File: config.mk
export PLATFORM = sky130hd
export DESIGN_NAME = lsu
export DESIGN_NICKNAME = d
export VERILOG_FILES = /design/src/rtl/lsu_pkg.sv /design/src/rtl/lsu_align.sv /design/src/rtl/lsu.sv
export SDC_FILE = /design/constraint.sdc
export NUM_CORES = 1
export LEC_CHECK = 0
export CAP_MARGIN = 20
export CORE_ASPECT_RATIO = 1.1
export CORE_UTILIZATION = 55
export CTS_BUF_LIST = sky130_fd_sc_hd__clkbuf_8
export DETAILED_ROUTE_END_ITERATION = 10
export PLACE_DENSITY = 0.89
export SETUP_SLACK_MARGIN = 0.05
export SLEW_MARGIN = 0
export SYNTH_ARGS = -nofsm -noshare
export SYNTH_HDL_FRONTEND = slang
export SYNTH_HIERARCHICAL = 1
export SYNTH_SLANG_ARGS = --single-unit
File: constraint.sdc
create_clock -name clock -period 4.2 [get_ports clock]
set_input_delay 0.84 -clock clock [delete_from_list [all_inputs] [get_ports clock]]
set_output_delay 0.84 -clock clock [all_outputs]
set_load 0.05 [all_outputs]
File: src/rtl/lsu_pkg.sv
// Shared types and helpers for the load/store unit: access-size encodings,
// controller states, default memory depth and the request fault check.
package lsu_pkg;

    localparam int MEM_WORDS_DEFAULT = 128;

    localparam logic [1:0] SIZE_B = 2'd0;
    localparam logic [1:0] SIZE_H = 2'd1;
    localparam logic [1:0] SIZE_W = 2'd2;

    typedef enum logic [2:0] {
        ST_IDLE,
        ST_LOAD,
        ST_STORE,
        ST_RMW_RD,
        ST_RMW_WR,
        ST_RESP
    } lsu_state_e;

    // Reserved size, natural-alignment violation, or a byte address past the end of memory.
    function automatic logic is_fault(input logic [1:0] size,
                                      input logic [31:0] addr,
                                      input int unsigned mem_words);
        logic [31:0] limit;
        limit = 32'(mem_words) << 2;
        is_fault = (size == 2'd3)
                || (size == SIZE_H && addr[0])
                || (size == SIZE_W && addr[1:0] != 2'b00)
                || (addr >= limit);
    endfunction

endpackage

File: src/rtl/lsu_align.sv
// Combinational lane logic: sub-word extraction with sign/zero extension for
// loads, and sub-word merge into the old word for read-modify-write stores.
module lsu_align
    import lsu_pkg::*;
(
    input  logic [1:0]  size,
    input  logic [1:0]  lane,
    input  logic        is_unsigned,
    input  logic [31:0] word,
    input  logic [31:0] wdata,
    output logic [31:0] ext_data,
    output logic [31:0] merged
);

    logic [4:0]         byte_base;
    logic [4:0]         half_base;
    logic signed [7:0]  byte_s;
    logic signed [15:0] half_s;
    logic signed [31:0] byte_x;
    logic signed [31:0] half_x;

    always_comb begin
        byte_base = {lane, 3'b000};
        half_base = {lane[1], 4'b0000};
        byte_s    = word[byte_base +: 8];
        half_s    = word[half_base +: 16];
        byte_x    = byte_s;
        half_x    = half_s;
        ext_data  = word;
        merged    = word;
        case (size)
            SIZE_B: begin
                ext_data = is_unsigned ? {24'b0, byte_s} : byte_x;
                merged[byte_base +: 8] = wdata[7:0];
            end
            SIZE_H: begin
                ext_data = is_unsigned ? {16'b0, half_s} : half_x;
                merged[half_base +: 16] = wdata[15:0];
            end
            default: ;
        endcase
    end

endmodule

File: src/rtl/lsu.sv
// Load/store unit: accepts load/store requests, checks them, drives the
// word-wide data memory port (RMW for sub-word stores) and returns a response.
module lsu
    import lsu_pkg::*;
#(
    parameter int MEM_WORDS = MEM_WORDS_DEFAULT,
    parameter int ADDR_W    = $clog2(MEM_WORDS)
) (
    input  logic        clock,
    input  logic        reset,
    input  logic        req_valid,
    output logic        req_ready,
    input  logic        req_write,
    input  logic [1:0]  req_size,
    input  logic        req_unsigned,
    input  logic [31:0] req_addr,
    input  logic [31:0] req_wdata,
    output logic        resp_valid,
    input  logic        resp_ready,
    output logic [31:0] resp_rdata,
    output logic        resp_fault,
    output logic        mem_write,
    output logic        mem_read,
    output logic [31:0] mem_address,
    output logic [31:0] mem_write_data,
    input  logic [31:0] mem_data_out
);

    lsu_state_e  state;
    logic [1:0]  size_q;
    logic [1:0]  lane_q;
    logic        uns_q;
    logic [31:0] wdata_q;
    logic [31:0] ext_data;
    logic [31:0] merged;

    lsu_align u_align (
        .size        (size_q),
        .lane        (lane_q),
        .is_unsigned (uns_q),
        .word        (mem_data_out),
        .wdata       (wdata_q),
        .ext_data    (ext_data),
        .merged      (merged)
    );

    // Every output is a flop so nothing combinational reaches the ports.
    always_ff @(posedge clock or negedge reset) begin
        if (!reset) begin
            state          <= ST_IDLE;
            req_ready      <= 1'b1;
            resp_valid     <= 1'b0;
            resp_fault     <= 1'b0;
            resp_rdata     <= '0;
            mem_read       <= 1'b0;
            mem_write      <= 1'b0;
            mem_address    <= '0;
            mem_write_data <= '0;
            size_q         <= '0;
            lane_q         <= '0;
            uns_q          <= 1'b0;
            wdata_q        <= '0;
        end else begin
            case (state)
                ST_IDLE: begin
                    if (req_valid) begin
                        size_q      <= req_size;
                        lane_q      <= req_addr[1:0];
                        uns_q       <= req_unsigned;
                        wdata_q     <= req_wdata;
                        mem_address <= 32'(req_addr[ADDR_W+1:2]);
                        req_ready   <= 1'b0;
                        resp_rdata  <= '0;
                        if (is_fault(req_size, req_addr, MEM_WORDS)) begin
                            resp_fault <= 1'b1;
                            resp_valid <= 1'b1;
                            state      <= ST_RESP;
                        end else if (!req_write) begin
                            mem_read <= 1'b1;
                            state    <= ST_LOAD;
                        end else if (req_size == SIZE_W) begin
                            mem_write      <= 1'b1;
                            mem_write_data <= req_wdata;
                            state          <= ST_STORE;
                        end else begin
                            mem_read <= 1'b1;
                            state    <= ST_RMW_RD;
                        end
                    end
                end
                ST_LOAD: begin
                    mem_read   <= 1'b0;
                    resp_rdata <= ext_data;
                    resp_valid <= 1'b1;
                    state      <= ST_RESP;
                end
                ST_STORE: begin
                    mem_write  <= 1'b0;
                    resp_valid <= 1'b1;
                    state      <= ST_RESP;
                end
                ST_RMW_RD: begin
                    mem_read       <= 1'b0;
                    mem_write      <= 1'b1;
                    mem_write_data <= merged;
                    state          <= ST_RMW_WR;
                end
                ST_RMW_WR: begin
                    mem_write  <= 1'b0;
                    resp_valid <= 1'b1;
                    state      <= ST_RESP;
                end
                ST_RESP: begin
                    if (resp_ready) begin
                        resp_valid <= 1'b0;
                        resp_fault <= 1'b0;
                        resp_rdata <= '0;
                        req_ready  <= 1'b1;
                        state      <= ST_IDLE;
                    end
                end
                default: state <= ST_IDLE;
            endcase
        end
    end

endmodule

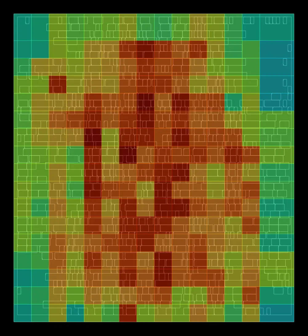
Run 1: routing congestion
final cell utilization of the core: 70.6%
GRT Max-Usage Layer: met2
met1 GRT Util: 42.1%

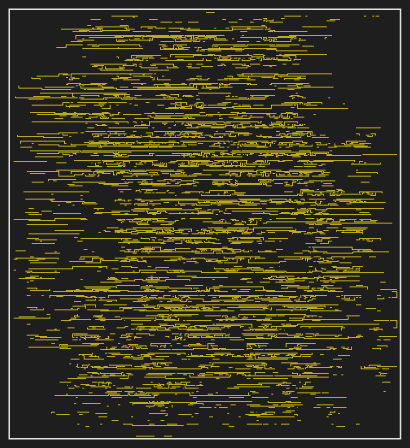
Run 1: M1 wires
wire length on this layer: 8,020 um
share of all routed wire: 38%
main direction: horizontal
nets with wire on the layer: 846
longest straight run: 40.9 um
sum of routed wire length over all layers: 21.0 mm
Via Count: 6,747

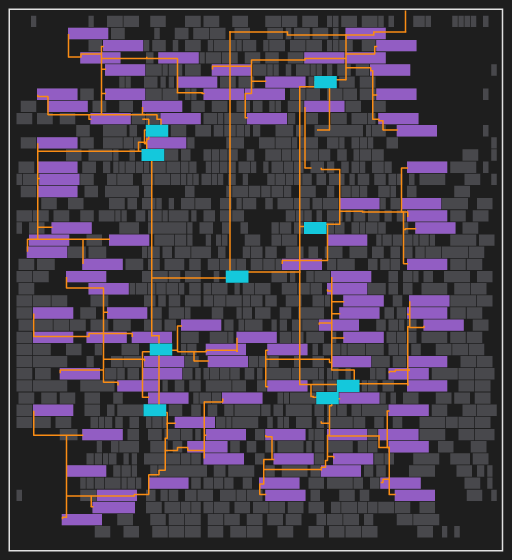
Run 1: routed clock nets over the placement
[flip-flops] purple | count: 100
[clock wires] orange | length: 1,150 um
[clock-net drivers] cyan | count: 9
routed clock nets: 10
flops lie: widely spread

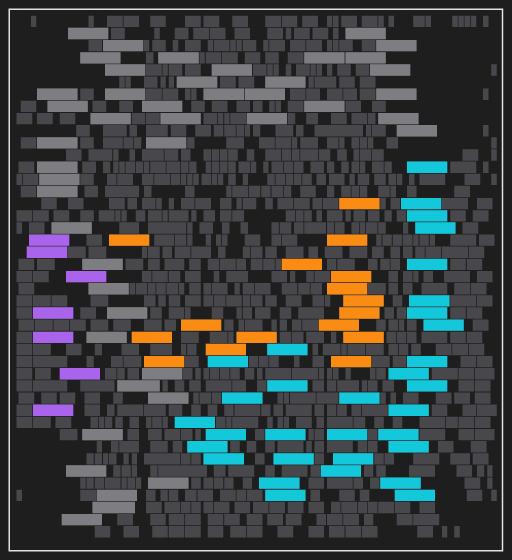
Run 1: sequential cells grouped by signal name
| signal | color | sequential cells |
|---|---|---|
| `mem_address` | purple | 7 |
| `wdata_q` | orange | 16 |
| `mem_write_data` | cyan | 32 |
not colored: 45
power consumed by sequential cells: 1.56 mW
Reg area: 0.00250 mm2
sequential fraction of total cell area: 28.2%

==> impl_results.rst, run 1 <==
Metrics
=======

.. list-table::
   :header-rows: 1

   * - Metric
     - Value
   * - Multi-input gate area
     - approximately 0.0040 mm2
   * - Int Power
     - about 2.7 mW
   * - Yosys warnings
     - 6
   * - Synthesized area
     - ~0.007 mm2
   * - Worst path arrival time
     - 2.99 ns
   * - Unrepaired setup endpoints after global routing
     - false
   * - CTS Hold Bufs
     - 0
   * - Clock Skew
     - 0.0118 ns
   * - P_leak
     - ~3.7 nW
   * - Vias in the first global route
     - just over 6,000
   * - Final Cycle Share
     - between 60% and 70%
   * - Layout cell share with drive strength beyond 1
     - about 13%
   * - Core region area
     - about 0.013 mm2
   * - Number of design-rule violations left by the first detailed-router iteration
     - 905
   * - Flop pwr share
     - just under 30%
   * - CP Cell Sequence
     - clkdlybuf4s50_1 > nor4_2 > and4_1 > buf_4 > nand4_1 > a31oi_1
   * - Comb pwr share
     - roughly 57%
   * - Top Family by Delay on Critical Path
     - simple AND/OR/NAND/NOR gates
   * - Remaining global-route overflow
     - 0
   * - Worst-margin pin slew
     - between 1 and 1.5 ns
   * - Count of buffers inserted at the top-level ports
     - 179
   * - Clock Sinks
     - approximately 100
   * - Worst setup slack before clock tree synthesis
     - ~1.2 ns
   * - Starting utilization of the core area
     - 56.1%
   * - Final worst path period need
     - around 2.7 ns
   * - Number of inserted filler cells in the final layout
     - 987
   * - Wire length of the first global-routing pass
     - around 32 mm
   * - CP peak stage delay
     - between 0.7 and 0.8 ns
   * - Syn_area_per_cell
     - ~9.4 um2
   * - Total inserted antenna cells
     - 0
   * - Slew HR
     - a little over a quarter
   * - Max clock buf depth
     - 2
   * - Fraction of power consumed by the clock network
     - roughly an eighth
   * - Chip height
     - approximately 120 um
   * - Routed length per instance
     - 20.2 um
   * - Critical path class
     - in2reg
   * - Post-synthesis cell count
     - ~750
   * - Master cell of the clock root buffer
     - sky130_fd_sc_hd__clkbuf_8
   * - Timing-limited maximum frequency
     - roughly 370 MHz
   * - Worst skew pair latency
     - 0.38 ns
   * - Switching part of the total power
     - about half
   * - DP Area
     - between 0.008 and 0.009 mm2
   * - Critical path endpoint category
     - flip-flop
   * - Count of max-cap constraint violations
     - 0
   * - Stage-log warning count
     - 30
   * - Largest net degree at the start of global routing
     - between 60 and 70
   * - Total count of max-transition violations in the final report
     - 0
   * - Horiz. Die Dim
     - 110 um
   * - Worst path buffer plus inverter count
     - 2
   * - Result of the run
     - complete, no violations
   * - Psw
     - between 2 and 3 mW
   * - Cts bufs inserted
     - 9
   * - Category of the worst setup path launch point
     - input pin
   * - Setup violators final
     - 0
   * - H-Tree Depth
     - 3
   * - Req. time, crit path
     - 4.49 ns
   * - Total number of placement rows
     - roughly 43
   * - Fin Setup TNS
     - 0 ns
   * - Worst hold path type
     - in2async
   * - Count of non-filler cells in the finished layout
     - between 1,000 and 1,500
   * - Power per standard cell area
     - 591 mW/mm2
   * - Post-layout worst setup margin
     - between 1 and 1.5 ns
   * - Cell at the slowest stage of the critical path
     - sky130_fd_sc_hd__and4_1
   * - Buffer count from post-CTS setup fixing
     - 0
   * - Tot GR Track Use
     - about a third
   * - Count of nets after finishing
     - 989
   * - Number of primary I/O pins
     - between 200 and 250
   * - Growth of design area from synthesis to finish
     - 25.8%
   * - DP HPWL
     - about 15 mm
   * - Number of cells in the design after placement
     - 1,026
   * - Number of antenna violations at the first check in global routing
     - 0
   * - Count of antenna-violating nets left after detailed routing
     - 0
   * - PostCTS Resize Cnt
     - 0
   * - Max rail drop VDD
     - between 0.0005 and 0.0006 V
   * - CTS tree
     - built
   * - Final tally of hold violations
     - 0
   * - Area of the die
     - between 0.01 and 0.015 mm2
   * - Post-route DRC
     - 0
   * - Placer congestion estimate
     - 0.966
   * - Summed area of non-filler cells in the final layout
     - 0.00889 mm2
   * - Via-to-Cell Ratio
     - between 6 and 7
   * - Critical path fanouts, max
     - 18
   * - Clock edge transition at the registers on the reported setup and hold paths
     - roughly 0.1 ns
   * - First drt pass iteration count
     - 5
## run 1: routing by layer
layer	GRT usage (%)	wire, um	vias up
met5	0	0	-
met4	15.7	859	0
met3	5.16	2210	61
met2	50.0	9920	439
met1	42.1	8020	3190
li1	-	-	3057
## run 1: final timing paths
check                                    start                  to  slack, ns  depth (start not counted)
worst max-delay path              req_addr[17]  mem_write_data[13]       1.50                          6
worst min-delay path                     reset      resp_rdata[26]       0.46                          1
worst max register to register       lane_q[0]  mem_write_data[23]       1.57                          8
worst min register to register  mem_address[2]      mem_address[2]       0.50                          1
max in group asynchronous                reset           req_ready       2.81                          2
min in group clock              mem_address[2]      mem_address[2]       0.50                          1
## run 1: placed cells by master, fill, tap and decap left out, types with 5 or more instances in the layout
cell	instances
sky130_fd_sc_hd__buf_4	18
sky130_fd_sc_hd__nand2b_1	16
sky130_fd_sc_hd__nand2_1	68
sky130_fd_sc_hd__o41ai_2	30
sky130_fd_sc_hd__nand4_1	32
sky130_fd_sc_hd__a21oi_1	35
sky130_fd_sc_hd__ha_1	5
sky130_fd_sc_hd__mux2_2	30
sky130_fd_sc_hd__a22o_1	33
sky130_fd_sc_hd__dfrtp_1	98
sky130_fd_sc_hd__nand3b_1	9
sky130_fd_sc_hd__nor3b_1	9
sky130_fd_sc_hd__conb_1	25
sky130_fd_sc_hd__and3_1	34
sky130_fd_sc_hd__a22oi_1	20
sky130_fd_sc_hd__nor2_1	48
sky130_fd_sc_hd__inv_1	13
sky130_fd_sc_hd__clkbuf_8	9
sky130_fd_sc_hd__a222oi_1	7
sky130_fd_sc_hd__o21ai_0	27
sky130_fd_sc_hd__a21boi_0	7
sky130_fd_sc_hd__a31oi_1	35
sky130_fd_sc_hd__a221o_1	20
sky130_fd_sc_hd__clkdlybuf4s50_1	178
sky130_fd_sc_hd__nor2b_1	15
## run 1: area by class of cell
cell class / count / share of cell area (%)
multi-input cells: 558 / 44.9
repair buffers: 197 / 21.7
inverters: 14 / 0.591
clock buffers: 9 / 1.39
well taps: 157 / 2.21
clock inverters: 7 / 1.03
flip-flops and latches: 100 / 28.2
## run 1: worst register-to-register path: cells and delay by family (launching register included)
family | cells | cell delay [ns]
DFF | 1 | 0.63
and+or+nand+nor | 3 | 0.61
AOI/OAI and AO/OA | 2 | 0.60
adders and majority gates | 1 | 0.38
buffers and inverters | 2 | 0.28
## run 1: registers in the layout (all words and copies together), names as in the netlist
register,flops
state,3
resp_rdata,32
wdata_q,16
lane_q,2
mem_address,7
resp_fault,1
resp_valid,1
req_ready,1
mem_write,1
mem_write_data,32
mem_read,1
size_q,2
uns_q,1
## run 1: metrics by stage
step                      total power [mW]  util [%]  hold slack [ns]
after CTS                             5.20      70.6            0.497
after detailed placement              4.51      68.9            0.477
after global routing                  5.52      70.6            0.513
final                                 5.25      70.6            0.460
after floorplan                       3.70         -            0.495
after global placement                4.45      68.8            0.467
## run 1: power groups by stage
stage	registers [mW]	clock network [mW]	logic [mW]
global placement	1.56	0	2.89
finish	1.56	0.680	3.01
CTS	1.55	0.685	2.96
floorplan	1.91	0	1.80
detailed placement	1.56	0	2.95
global route	1.60	0.725	3.20
Run 1, wires at chosen ports, followed through buffers:
Bar = 20 um.
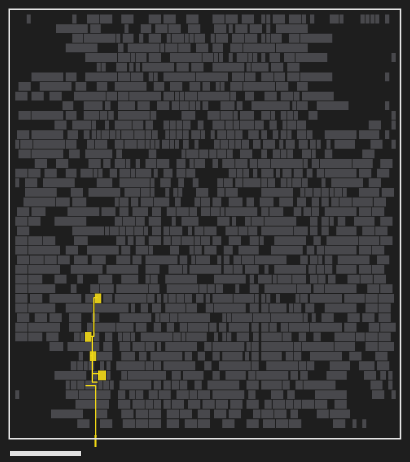

--- run 2 (diff from run 1) ---
--- a/config.mk
+++ b/config.mk
@@ -7,10 +7,10 @@
 export LEC_CHECK = 0
 export CAP_MARGIN = 20
 export CORE_ASPECT_RATIO = 1.1
-export CORE_UTILIZATION = 55
+export CORE_UTILIZATION = 51
 export CTS_BUF_LIST = sky130_fd_sc_hd__clkbuf_8
 export DETAILED_ROUTE_END_ITERATION = 10
-export PLACE_DENSITY = 0.89
+export PLACE_DENSITY = 0.84
 export SETUP_SLACK_MARGIN = 0.05
 export SLEW_MARGIN = 0
 export SYNTH_ARGS = -nofsm -noshare
==> constraint.sdc (replaced) <==
create_clock -name clock -period 2.74 [get_ports clock]
set_input_delay 0.548 -clock clock [delete_from_list [all_inputs] [get_ports clock]]
set_output_delay 0.548 -clock clock [all_outputs]
set_load 0.05 [all_outputs]
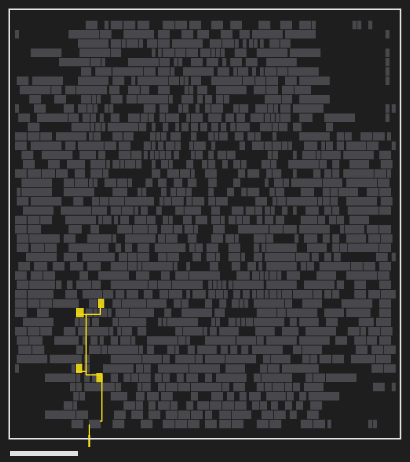
Run 2: wires at chosen ports, followed through buffers
Bar = 20 um.
| port | color | direction | edge | end cells | buffers | wire |
|---|---|---|---|---|---|---|
| `resp_ready` | yellow | input | bottom | 4 | 1 | 53.3 um |
number of primary I/O pins: 205
count of buffers inserted at the top-level ports: 179

==> run 2 against run 1 <==
Net effect: register-to-register slack worse by 1.3 ns; clock skew up 0.0051 ns; clock-buffer cell count unchanged; via count up 0.31%; synthesized cell count unchanged; largest cell class unchanged; global-route usage down 0.84 points; clock power up 54%; design area up 1.8%; sequential power up 49%; largest power group unchanged.
==> impl_results.rst, run 2 <==
Metrics
=======

.. list-table::
   :header-rows: 1

   * - Metric
     - Value
   * - Wire length of the first global-routing pass
     - between 30 and 40 mm
   * - Buffer count from post-CTS setup fixing
     - 0
   * - Category of the worst setup path launch point
     - flip-flop
   * - Met3 track demand over resource
     - approximately 5.5%
   * - Worst setup slack before clock tree synthesis
     - approximately 0.042 ns
   * - DP HPWL
     - roughly 16 mm
   * - Synthesized area
     - just over 0.007 mm2
   * - First drt pass iteration count
     - 5
   * - GRT Max-Usage Layer
     - met2
   * - Vias in the first global route
     - approximately 6,400
   * - Stage-log warning count
     - 30
   * - Number of antenna violations at the first check in global routing
     - 0
   * - Count of antenna-violating nets left after detailed routing
     - 0
   * - Most common cell after layout, fill and taps aside
     - sky130_fd_sc_hd__clkdlybuf4s50_1
   * - Via-to-Cell Ratio
     - roughly 6.3
   * - Setup violators final
     - 0
   * - Clock Skew
     - 0.0169 ns
   * - Number of cells in the design after placement
     - 1,060
   * - Final tally of hold violations
     - 0
   * - Worst hold slack
     - 0.107 ns
   * - PostCTS Resize Cnt
     - 0
   * - Post-synthesis cell count
     - 752
   * - Tot GR Track Use
     - 30.9%
   * - Largest net degree at the start of global routing
     - ~65
   * - Number of design-rule violations left by the first detailed-router iteration
     - 816
   * - Final cell utilization of the core
     - between 60% and 70%
   * - Syn_area_per_cell
     - between 9 and 10 um2
   * - H-Tree Depth
     - 3
   * - Met1 GRT Util
     - 41.0%
   * - Fin Setup TNS
     - 0 ns
   * - Biggest regs
     - mem_write_data x32, resp_rdata x32, wdata_q x16
   * - Starting utilization of the core area
     - between 50% and 60%
   * - Critical path endpoint category
     - flip-flop
   * - Worst-margin pin slew
     - between 1 and 1.5 ns
   * - Req. time, crit path
     - 2.99 ns
   * - Horiz. Die Dim
     - about 110 um
   * - Growth of design area from synthesis to finish
     - 28.1%
   * - Post-layout worst setup margin
     - around 0.3 ns
   * - Total inserted antenna cells
     - 0
   * - Worst hold path type
     - in2async
   * - Via Count
     - 6,768
   * - Sum of routed wire length over all layers
     - roughly 22 mm
   * - Worst skew pair latency
     - roughly 0.4 ns
   * - Clock edge transition at the registers on the reported setup and hold paths
     - between 0.1 and 0.15 ns
   * - Chip height
     - approximately 130 um
   * - Final worst path period need
     - roughly 2.4 ns
   * - Count of nets after finishing
     - about 1,000
   * - Placer congestion estimate
     - 0.942
   * - Max clock buf depth
     - 2
   * - Critical path class
     - reg2reg
   * - Total number of placement rows
     - 44
   * - Result of the run
     - complete, no violations
   * - Yosys warnings
     - 6
   * - Max rail drop VDD
     - 0.000858 V
   * - Summed area of non-filler cells in the final layout
     - roughly 0.009 mm2
   * - Post-route DRC
     - 0
   * - Layout cell share with drive strength beyond 1
     - a little over an eighth
   * - Power per standard cell area
     - roughly 900 mW/mm2
   * - Number of inserted filler cells in the final layout
     - between 1,000 and 1,500
   * - Final Cycle Share
     - 88.8%
   * - Global-route met2 utilization
     - 48.3%
   * - Slew HR
     - 26.6%
   * - CTS tree
     - built
   * - Worst path arrival time
     - around 2.7 ns
   * - Count of non-filler cells in the finished layout
     - between 1,000 and 1,500
   * - Top Layout Cells
     - sky130_fd_sc_hd__clkdlybuf4s50_1, sky130_fd_sc_hd__dfrtp_1, sky130_fd_sc_hd__nand2_1
   * - Unrepaired setup endpoints after global routing
     - false
   * - Area of the die
     - 0.0143 mm2
   * - Remaining global-route overflow
     - 0
   * - Count of max-cap constraint violations
     - 0
   * - DP Area
     - between 0.008 and 0.009 mm2
   * - Routed length per instance
     - approximately 20 um
   * - Core region area
     - 0.0134 mm2
   * - Master cell of the clock root buffer
     - sky130_fd_sc_hd__clkbuf_8
   * - Cts bufs inserted
     - 9
   * - CTS Hold Bufs
     - 0
   * - Total count of max-transition violations in the final report
     - 0
   * - Timing-limited maximum frequency
     - between 400 and 500 MHz
   * - Design Power
     - a little over 8 mW
   * - Critical path fanouts, max
     - 13
   * - Clock Sinks
     - approximately 100
   * - P_leak
     - ~3.8 nW
==> run 2: area by class of cell <==
cell class,count,area (um2),share of cell area [%]
Clock buffer,9,124,1.37
Sequential cell,100,2500,27.7
Inverter,14,52.6,0.581
Multi-Input combinational cell,558,3990,44.1
Timing Repair Buffer,204,2060,22.8
Tap cell,184,230,2.54
Clock inverter,7,92.6,1.02
==> run 2: where the power goes <==
part	switching (mW)	internal, mW	total [mW]
Combinational	2.93	1.83	4.76
Clock	0.542	0.511	1.05
Sequential	0.459	1.87	2.33
Total	3.93	4.22	8.15
==> run 2: metal layers <==
metal / up-vias / share of wire, %
li1: 3059 / -
met1: 3258 / 40
met2: 393 / 48
met3: 58 / 8.2
met4: 0 / 3.9
met5: - / 0
==> run 2: critical path, cell delays in order (launching register included) <==
cell	delay (ns)
sky130_fd_sc_hd__dfrtp_1	0.40
sky130_fd_sc_hd__inv_2	0.20
sky130_fd_sc_hd__ha_1	0.33
sky130_fd_sc_hd__nor3b_1	0.17
sky130_fd_sc_hd__and4_1	0.31
sky130_fd_sc_hd__a222oi_1	0.55
sky130_fd_sc_hd__inv_1	0.09
sky130_fd_sc_hd__nor2_1	0.18
sky130_fd_sc_hd__a31oi_1	0.06
==> run 2: final timing paths <==
| kind | from | end | slack, ns | depth (start not counted) |
|---|---|---|---|---|
| max in group asynchronous | reset | wdata_q[5] | 1.92 | 2 |
| min | reset | resp_fault | 0.11 | 1 |
| min in group clock | mem_address[2] | mem_address[2] | 0.49 | 1 |
| max reg2reg | lane_q[1] | mem_write_data[19] | 0.31 | 8 |
| min reg2reg | mem_address[2] | mem_address[2] | 0.49 | 1 |
| max | lane_q[1] | mem_write_data[19] | 0.31 | 8 |
Run 2, routed clock nets over the placement:
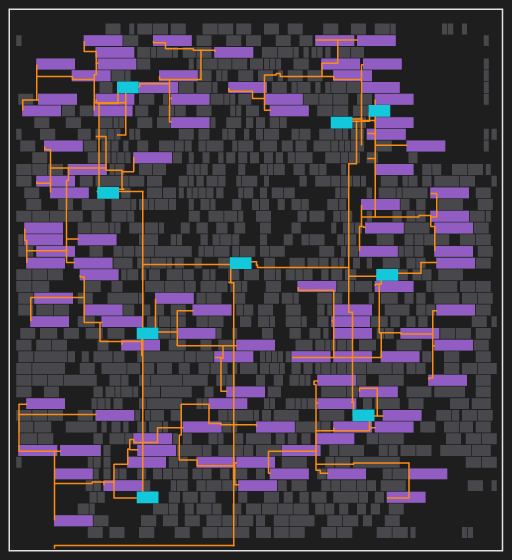

--- run 3 (diff from run 2) ---
--- a/config.mk
+++ b/config.mk
@@ -10,6 +10,7 @@
 export CORE_UTILIZATION = 51
 export CTS_BUF_LIST = sky130_fd_sc_hd__clkbuf_8
 export DETAILED_ROUTE_END_ITERATION = 10
+export MAX_ROUTING_LAYER = met4
 export PLACE_DENSITY = 0.84
 export SETUP_SLACK_MARGIN = 0.05
 export SLEW_MARGIN = 0
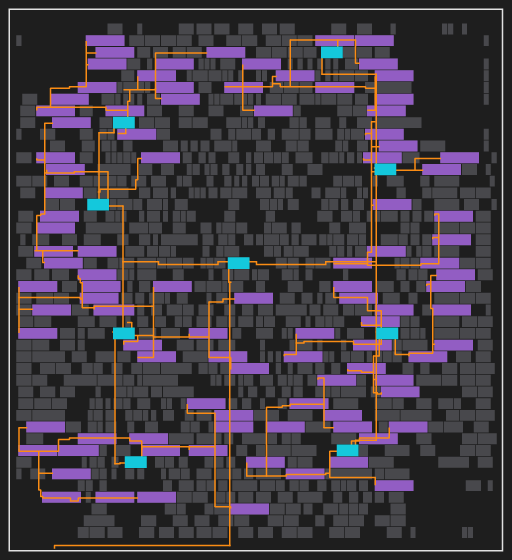
Run 3: routed clock nets over the placement
[clock wires] orange | length: 1,260 um
[clock-net drivers] cyan | count: 9
[flip-flops] purple | count: 100
routed clock nets: 10
fraction of power consumed by the clock network: 14.0%
worst skew pair latency: 0.40 ns
Clock Skew: 0.0112 ns
clk pwr: 1.15 mW

==> run 3 against run 2 <==
Net effect: total power is 0.76% higher; setup slack improved by 0.12 ns; first-iteration DRC count down 20%; critical path type is now reg2out; area after synthesis is the same; non-clock buffer count up 2.
==> impl_results.rst, run 3 <==
Metrics
=======

.. list-table::
   :header-rows: 1

   * - Metric
     - Value
   * - CTS tree
     - built
   * - Post-synthesis cell count
     - 752
   * - Critical path endpoint category
     - primary output
   * - Summed area of non-filler cells in the final layout
     - about 0.0091 mm2
   * - Number of primary I/O pins
     - 205
   * - Worst r2r path cells
     - 8
   * - Yosys warnings
     - 6
   * - Met3 track demand over resource
     - about 4.0%
   * - Cts bufs inserted
     - 9
   * - Master cell of the clock root buffer
     - sky130_fd_sc_hd__clkbuf_8
   * - Count of antenna-violating nets left after detailed routing
     - 0
   * - Area of the die
     - ~0.014 mm2
   * - Buffer count from post-CTS setup fixing
     - 0
   * - Clock Sinks
     - 100
   * - Total count of max-transition violations in the final report
     - 0
   * - GRT Max-Usage Layer
     - met2
   * - Max rail drop VDD
     - 0.000934 V
   * - Result of the run
     - complete, no violations
   * - Number of antenna violations at the first check in global routing
     - 0
   * - Synthesized area
     - 0.00706 mm2
   * - Wire length of the first global-routing pass
     - between 30 and 40 mm
   * - Vias in the first global route
     - 6,144
   * - Tot GR Track Use
     - a little under a third
   * - Design Power
     - between 8 and 9 mW
   * - Timing-limited maximum frequency
     - ~430 MHz
   * - Req. time, crit path
     - 2.19 ns
   * - Max clock buf depth
     - 2
   * - CP Cell Sequence
     - clkdlybuf4s50_1
   * - P_leak
     - 3.79 nW
   * - Top Layout Cells
     - sky130_fd_sc_hd__clkdlybuf4s50_1, sky130_fd_sc_hd__dfrtp_1, sky130_fd_sc_hd__nand2_1
   * - Final worst path period need
     - about 2.3 ns
   * - Worst path buffer plus inverter count
     - 1
   * - Category of the worst setup path launch point
     - flip-flop
   * - Routed length per instance
     - roughly 20 um
   * - PostCTS Resize Cnt
     - 0
   * - Stage-log warning count
     - 32
   * - CTS Hold Bufs
     - 0
   * - DP HPWL
     - between 15 and 20 mm
   * - DP Area
     - 0.00884 mm2
   * - Starting utilization of the core area
     - between 50 and 60%
   * - H-Tree Depth
     - 3
   * - Fin Setup TNS
     - 0 ns
   * - Cell at the slowest stage of the critical path
     - sky130_fd_sc_hd__clkdlybuf4s50_1
   * - Count of max-cap constraint violations
     - 0
   * - Worst path arrival time
     - 1.76 ns
   * - Setup violators final
     - 0
   * - Total number of placement rows
     - 44
   * - Placer congestion estimate
     - slightly below 1
   * - Syn_area_per_cell
     - 9.39 um2
   * - Clock edge transition at the registers on the reported setup and hold paths
     - 0.09 ns
   * - Most common cell after layout, fill and taps aside
     - sky130_fd_sc_hd__clkdlybuf4s50_1
   * - Critical path startpoint
     - req_ready
   * - Biggest regs
     - mem_write_data x32, resp_rdata x32, wdata_q x16
   * - Unrepaired setup endpoints after global routing
     - false
   * - Post-route DRC
     - 0
   * - Total inserted antenna cells
     - 0
   * - Critical path fanouts, max
     - 3
   * - Growth of design area from synthesis to finish
     - 28.9%
   * - Remaining global-route overflow
     - 0
   * - Core region area
     - roughly 0.013 mm2
   * - Sum of routed wire length over all layers
     - between 20 and 25 mm
   * - Global-route met2 utilization
     - between 40 and 50%
   * - Top Family by Delay on Critical Path
     - buffers and inverters
   * - Final tally of hold violations
     - 0
   * - First drt pass iteration count
     - 6
   * - Slew HR
     - roughly 33%
   * - Count of buffers inserted at the top-level ports
     - about 180
   * - Number of design-rule violations left by the first detailed-router iteration
     - about 660
   * - Worst-margin pin slew
     - approximately 1.0 ns
   * - Critical path class
     - reg2out
   * - Layout cell share with drive strength beyond 1
     - 13.6%
   * - Reg2reg end
     - mem_write_data[23]
run 3: stage by stage:
step                      setup WS [ns]  util, %  cells  hold slack [ns]
after floorplan                   0.489        -    776            0.252
after global routing              0.346     68.1   1078            0.219
after detailed placement         0.0582     66.0   1061            0.485
after CTS                         0.407     67.9   1077            0.216
final                             0.430     68.1   1078            0.148
after global placement            0.192     66.0   1061            0.477
run 3: power breakdown:
part	internal [mW]	leakage (nW)	switching (mW)
combinational	1.85	2.36	2.88
sequential	1.87	1.31	0.452
clock	0.625	0.125	0.524
total	4.35	3.79	3.86
run 3: per-layer routing:
metal	part of all wire, %	up-vias
met5	0	-
met4	3.6	0
met3	7.3	56
met2	48	385
met1	41	3193
li1	-	3054
run 3: worst max path at each step:
stage | to | depth (start not counted)
2_1_floorplan | mem_write_data[23] | 12
3_3_place_gp | mem_write_data[21] | 6
3_5_place_dp | mem_write_data[9] | 6
4_1_cts | req_ready | 1
5_1_grt | mem_write_data[20] | 6
6_report | req_ready | 1
run 3: area by class of cell:
type	count	area [um2]
Sequential cell	100	2500
Timing Repair Buffer	206	2080
Inverter	14	52.6
Clock buffer	10	138
Multi-Input combinational cell	558	3990
Clock inverter	6	105
Tap cell	184	230
Fill cell	1078	4270
Power is estimated from default activity; no workload was simulated.
